===== src/rtl/imem_loader_pkg.sv =====
`default_nettype none
// ============================================================================
// Module      : imem_loader_pkg
// Description : Shared FSM encoding and constants for the imem boot loader.
// Revision    : 1.0 - initial release
// ============================================================================
package imem_loader_pkg;

    typedef enum logic [2:0] {
        S_LEN_LO = 3'd0,
        S_LEN_HI = 3'd1,
        S_DATA   = 3'd2,
        S_CSUM   = 3'd3,
        S_DONE   = 3'd4,
        S_ERR    = 3'd5
    } state_t;

    localparam int LEN_W_DEF      = 16;
    localparam int BYTES_PER_WORD = 4;

endpackage
`default_nettype wire


===== src/rtl/imem_loader_byte_packer.sv =====
`default_nettype none
// ============================================================================
// Module      : byte_packer
// Description : Packs accepted bytes little-endian into 32-bit words; pulses
//               o_word_valid for one cycle after the fourth byte of a word.
// Revision    : 1.0 - initial release
// ============================================================================
module byte_packer
    import imem_loader_pkg::*;
(
    input  logic        clk,
    input  logic        rst,
    input  logic        i_accept,
    input  logic [7:0]  i_byte,
    output logic        o_word_valid,
    output logic [31:0] o_word
);

    localparam int                  c_LANE_W    = $clog2(BYTES_PER_WORD);
    localparam logic [c_LANE_W-1:0] c_LANE_LAST = c_LANE_W'(BYTES_PER_WORD - 1);
    localparam logic [c_LANE_W-1:0] c_LANE_ONE  = c_LANE_W'(1);

    logic [c_LANE_W-1:0] r_lane;
    logic [23:0]         r_asm;
    logic [31:0]         r_word;
    logic                r_valid;

    always_ff @(posedge clk) begin
        if (rst) begin
            r_lane  <= '0;
            r_asm   <= '0;
            r_word  <= '0;
            r_valid <= 1'b0;
        end else begin
            r_valid <= 1'b0;
            if (i_accept) begin
                r_lane <= r_lane + c_LANE_ONE;
                // The top lane completes the word directly from the input byte
                if (r_lane == c_LANE_LAST) begin
                    r_word  <= {i_byte, r_asm};
                    r_valid <= 1'b1;
                end else begin
                    r_asm[{r_lane, 3'b000} +: 8] <= i_byte;
                end
            end
        end
    end

    assign o_word_valid = r_valid;
    assign o_word       = r_word;

endmodule
`default_nettype wire


===== src/rtl/imem_loader.sv =====
`default_nettype none
// ============================================================================
// Module      : imem_loader
// Description : Boot-time byte-stream loader for instruction memory; holds the
//               core in reset until the program is written. Optional trailing
//               checksum byte enabled by IMEM_LOADER_CHECKSUM_EN.
// Revision    : 1.0 - initial release
// ============================================================================
module imem_loader
    import imem_loader_pkg::*;
#(
    parameter int ADDR_W = 8,
    parameter int LEN_W  = LEN_W_DEF
) (
    input  logic              CLK,
    input  logic              RST,
    input  logic [7:0]        byte_in,
    input  logic              byte_valid,
    output logic              byte_ready,
    output logic              we,
    output logic [ADDR_W-1:0] waddr,
    output logic [31:0]       wdata,
    output logic              done,
    output logic              err,
    output logic              core_rst
);

    localparam logic [LEN_W:0]    c_CAPACITY = (LEN_W+1)'(1) << ADDR_W;
    localparam logic [ADDR_W+2:0] c_BYTE_ONE = (ADDR_W+3)'(1);
    localparam logic [ADDR_W:0]   c_WORD_ONE = (ADDR_W+1)'(1);

    state_t              r_state;
    logic                r_ready;
    logic                r_done;
    logic                r_err;
    logic                r_core_rst;
    logic [7:0]          r_len_lo;
    logic [ADDR_W:0]     r_len;
    logic [ADDR_W+2:0]   r_byte_cnt;
    logic [ADDR_W:0]     r_word_cnt;
    logic [ADDR_W-1:0]   r_waddr;

    logic                w_acc;
    logic [LEN_W-1:0]    w_len;
    logic [ADDR_W+2:0]   w_total_m1;
    logic                w_last_byte;
    logic                w_word_valid;
    logic [31:0]         w_word;

    assign w_acc       = byte_valid && r_ready;
    assign w_len       = LEN_W'({byte_in, r_len_lo});
    assign w_total_m1  = {r_len, 2'b00} - c_BYTE_ONE;
    assign w_last_byte = (r_byte_cnt == w_total_m1);

    byte_packer u_packer (
        .clk          (CLK),
        .rst          (RST),
        .i_accept     (w_acc && (r_state == S_DATA)),
        .i_byte       (byte_in),
        .o_word_valid (w_word_valid),
        .o_word       (w_word)
    );

`ifdef IMEM_LOADER_CHECKSUM_EN
    logic [7:0] r_sum;

    always_ff @(posedge CLK) begin
        if (RST) begin
            r_sum <= '0;
        end else if (w_acc && (r_state == S_LEN_LO || r_state == S_LEN_HI || r_state == S_DATA)) begin
            r_sum <= r_sum + byte_in;
        end
    end
`endif

    always_ff @(posedge CLK) begin
        if (RST) begin
            r_state    <= S_LEN_LO;
            r_ready    <= 1'b0;
            r_done     <= 1'b0;
            r_err      <= 1'b0;
            r_core_rst <= 1'b1;
            r_len_lo   <= '0;
            r_len      <= '0;
            r_byte_cnt <= '0;
            r_word_cnt <= '0;
            r_waddr    <= '0;
        end else begin
            case (r_state)
                S_LEN_LO: begin
                    r_ready <= 1'b1;
                    if (w_acc) begin
                        r_len_lo <= byte_in;
                        r_state  <= S_LEN_HI;
                    end
                end
                S_LEN_HI: begin
                    if (w_acc) begin
                        if (w_len == '0) begin
`ifdef IMEM_LOADER_CHECKSUM_EN
                            r_state    <= S_CSUM;
`else
                            r_state    <= S_DONE;
                            r_ready    <= 1'b0;
                            r_done     <= 1'b1;
                            r_core_rst <= 1'b0;
`endif
                        end else if ({1'b0, w_len} > c_CAPACITY) begin
                            r_state <= S_ERR;
                            r_ready <= 1'b0;
                            r_err   <= 1'b1;
                        end else begin
                            r_len   <= w_len[ADDR_W:0];
                            r_state <= S_DATA;
                        end
                    end
                end
                S_DATA: begin
                    if (w_acc) begin
                        r_byte_cnt <= r_byte_cnt + c_BYTE_ONE;
                        // Address is captured with the 4th byte so it lines up with the packer's pulse
                        if (r_byte_cnt[1:0] == 2'b11) begin
                            r_waddr    <= r_word_cnt[ADDR_W-1:0];
                            r_word_cnt <= r_word_cnt + c_WORD_ONE;
                        end
                        if (w_last_byte) begin
`ifdef IMEM_LOADER_CHECKSUM_EN
                            r_state <= S_CSUM;
`else
                            r_ready <= 1'b0;
`endif
                        end
                    end
`ifndef IMEM_LOADER_CHECKSUM_EN
                    if (w_word_valid && (r_word_cnt == r_len)) begin
                        r_state    <= S_DONE;
                        r_done     <= 1'b1;
                        r_core_rst <= 1'b0;
                    end
`endif
                end
`ifdef IMEM_LOADER_CHECKSUM_EN
                S_CSUM: begin
                    if (w_acc) begin
                        r_ready <= 1'b0;
                        if (byte_in == r_sum) begin
                            r_state    <= S_DONE;
                            r_done     <= 1'b1;
                            r_core_rst <= 1'b0;
                        end else begin
                            r_state <= S_ERR;
                            r_err   <= 1'b1;
                        end
                    end
                end
`endif
                default: begin
                    r_ready <= 1'b0;
                end
            endcase
        end
    end

    assign byte_ready = r_ready;
    assign we         = w_word_valid;
    assign waddr      = r_waddr;
    assign wdata      = w_word;
    assign done       = r_done;
    assign err        = r_err;
    assign core_rst   = r_core_rst;

endmodule
`default_nettype wire


===== config.mk =====
export PLATFORM = sky130hd
export DESIGN_NAME = imem_loader
export DESIGN_NICKNAME = d
export VERILOG_FILES = /design/src/rtl/imem_loader_pkg.sv /design/src/rtl/imem_loader_byte_packer.sv /design/src/rtl/imem_loader.sv
export SDC_FILE = /design/constraint.sdc
export NUM_CORES = 1
export LEC_CHECK = 0
export CAP_MARGIN = 15
export CORE_MARGIN = 2
export CORE_UTILIZATION = 52
export CTS_BUF_LIST = sky130_fd_sc_hd__clkbuf_8
export DETAILED_ROUTE_END_ITERATION = 8
export GPL_TIMING_DRIVEN = 0
export PLACE_DENSITY = 0.75
export SLEW_MARGIN = 20
export SYNTH_ARGS = -nofsm -noshare
export SYNTH_HDL_FRONTEND = slang
export SYNTH_SLANG_ARGS = --single-unit
export TNS_END_PERCENT = 10

===== constraint.sdc =====
create_clock -name CLK -period 1.63 [get_ports CLK]
set_input_delay 0.2445 -clock CLK [delete_from_list [all_inputs] [get_ports CLK]]
set_output_delay 0.2445 -clock CLK [all_outputs]
set_load 0.02 [all_outputs]

detail.png
Region (62, 12) to (87, 37) um. Cells in grey, sequential cells in the stronger grey; small squares are vias.
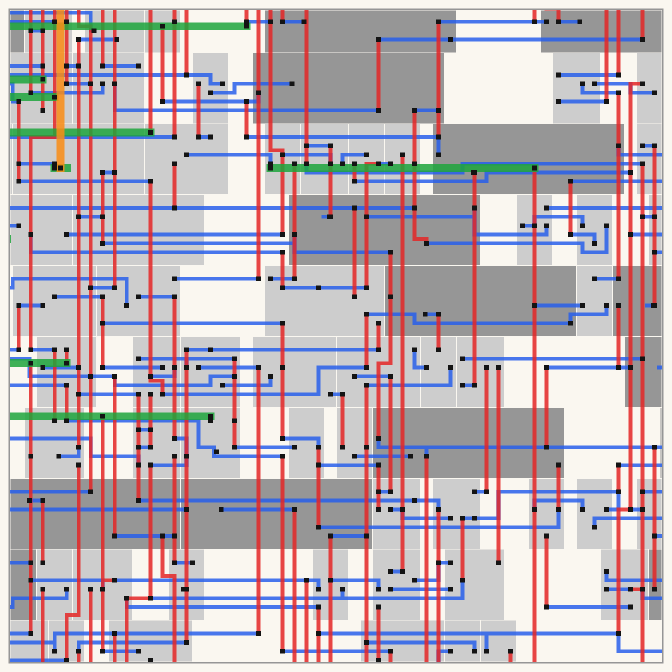
legend:
  blue:
    layer: metal 1
  green:
    layer: metal 3
  red:
    layer: metal 2
  orange:
    layer: metal 4
most frequent: nand2_1 (14), dfxtp_1 (9)
sequential cells in the window: 9
netlist names of flops here include: r_word_cnt (6)
cells with their middle in the window: 61

==> flow_metrics.py <==
# Metrics from the implementation run
metrics = {
    "clock_network": {
        "clockBufferDepth": 2,
        "clock_latency_ns": 0.37,
        "cts_setup_buffers": 5,
        "cts_tree": "built",
        "cts_buffers": 9,
        "ctsHoldBuffers": 0,
        "clk_pin_slew_ns": 0.10,
        "clock_sinks": 111,
    },
    "setup_path": {
        "start_kind": "flip-flop",
        "timing.rr.end": "byte_ready",
        "cp_max_fo": 6,
        "crit_start": "r_len[0]",
        "path_depth": 8,
        "r2r_start": "r_len[0]",
        "reg2regPathDepth": 8,
        "slowest_stage": "dfxtp_1",
        "crit_chain": "clkbuf_4 -> inv_1 -> ha_2 -> o21ba_2 -> a221oi_2 -> a41oi_1 -> o21ai_1 -> nand4b_1",
    },
    "final_layout": {
        "sh_comb_area_pct": 42.37,
        "flops": 111,
        "drive_gt1_share_pct": 12.79,
        "clkbuf_count": 10,
        "largest_reg_flops": 32,
        "n_antenna_cell": 0,
        "nNetsFinal": 656,
        "logic_area_mm2": 0.002474,
    },
    "yosys": {
        "synth_chip_area_mm2": 0.004686,
        "ff_type": "dfxtp_1",
        "edf_count": 0,
        "synthArstFlopShare_pct": 0,
        "simple_gate_area_share_pct": 25.15,
        "ys_sh_mux_pct": 3.632,
        "seq_area_frac_synth_pct": 47.42,
    },
    "worst_hold_path": {
        "worstHoldPathType": "in -> reg",
        "worstHoldStart": "byte_in[0]",
        "holdPathEnd": "u_packer.o_word[24]",
    },
    "power_and_ir_drop": {
        "power_mw": 4.544,
        "swShare_pct": 24.63,
        "p_leak_nw": 2.102,
        "power_density_mw_per_mm2": 778.3,
        "internal_power_mw": 3.425,
        "p_comb_uw": 248,
    },
    "routing": {
        "met1Wirelength_um": 5501,
        "routedWlPerCell_um": 15.87,
        "drc": 0,
        "drt_iter0_drc": 200,
        "routed.top_layer": "met4",
        "drtAntennaViolNets": 0,
    },
    "final_timing": {
        "layout_setup_ws_ns": -0.1308,
        "period_used_pct": 108.0,
        "finalSetupViolCount": 22,
        "clock.fmax_mhz": 567.9,
        "fin_skew_ns": 0.01905,
    },
    "grt": {
        "grt_max_degree": 19,
        "grt_pass1_wl_um": 18810,
        "grt_util_met2_pct": 38.05,
        "grt_usage_pct": 23.85,
    },
    "outcome": {
        "violations": "setup timing",
        "status": "finished with violations",
    },
    "floorplanning": {
        "core_mm2": 0.008721,
    },
    "place": {
        "place_inst": 726,
    },
}
layer_met4.png
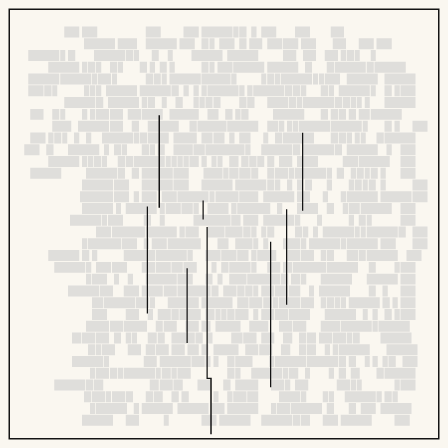
nets with wire on the layer: 5
longest straight run: 34.8 um
wire length on this layer: 188 um
share of all routed wire: 1.6%
WL final: 11890 um
via count: 4137

[cell usage in the layout (no fill, tap or decap), drive strengths merged, types with 2 or more instances in the layout]
cell           instances
clkinv                 3
dlygate4sd2            9
nor2                  48
ha                     8
clkdlybuf4s50         43
and3                   7
clkbuf                30
a21o                   2
xnor2                 13
a31oi                  2
nand3                 34
and2                   4
dlymetal6s2s           2
buf                   21
mux2i                 17
nor4                   7
a21oi                 74
nor3                  11
o21ai                  8
inv                   10
nand3b                 2
or3                    3
xor2                  20
and3b                  3
nand4                  4
nand2                122
dfxtp                111
a41oi                  2
nor3b                  3
nand4b                 2
[per-stage QoR]
step | utilization (%) | cell area (um2) | setup TNS, ns
after floorplan | - | 4686 | -1.946
after global placement | 61.48 | 5361 | -54.63
after detailed placement | 61.48 | 5361 | -60.30
after CTS | 65.80 | 5738 | -0.6289
after global routing | 66.94 | 5838 | -3.722
final | 66.94 | 5838 | -1.087
[kinds of logic (layout without fill, tap and decap cells)]
kind of cell               Yosys count  count (layout)
buffers and inverters               41             118
muxes                               17              17
and+or+nand+nor                    257             257
AOI/OAI and AO/OA                   97              97
adders and majority gates            8               8
DFF                                111             111
xor gates and xnor gates            33              33
[synth_stat cells (all sizes together) (2+ instances only)]
library cell  count  area share (%)
xor2             20             3.7
nand4             4            0.53
clkbuf           22             1.8
ha                8             2.1
nand3            34             3.6
and2              4            0.53
a21oi            74             7.9
or3               3            0.40
buf              11             1.5
a21o              2            0.32
nand3b            2            0.32
nand2           122             9.8
a41oi             2            0.37
a31oi             2            0.27
nor3             11             1.2
nor3b             3            0.48
nor2             48             3.9
xnor2            13             2.4
nor4              7             1.1
nand4b            2            0.37
o21ai             8            0.85
inv               8            0.64
and3              7            0.93
dfxtp           111              47
mux2i            17             3.6
and3b             3            0.59
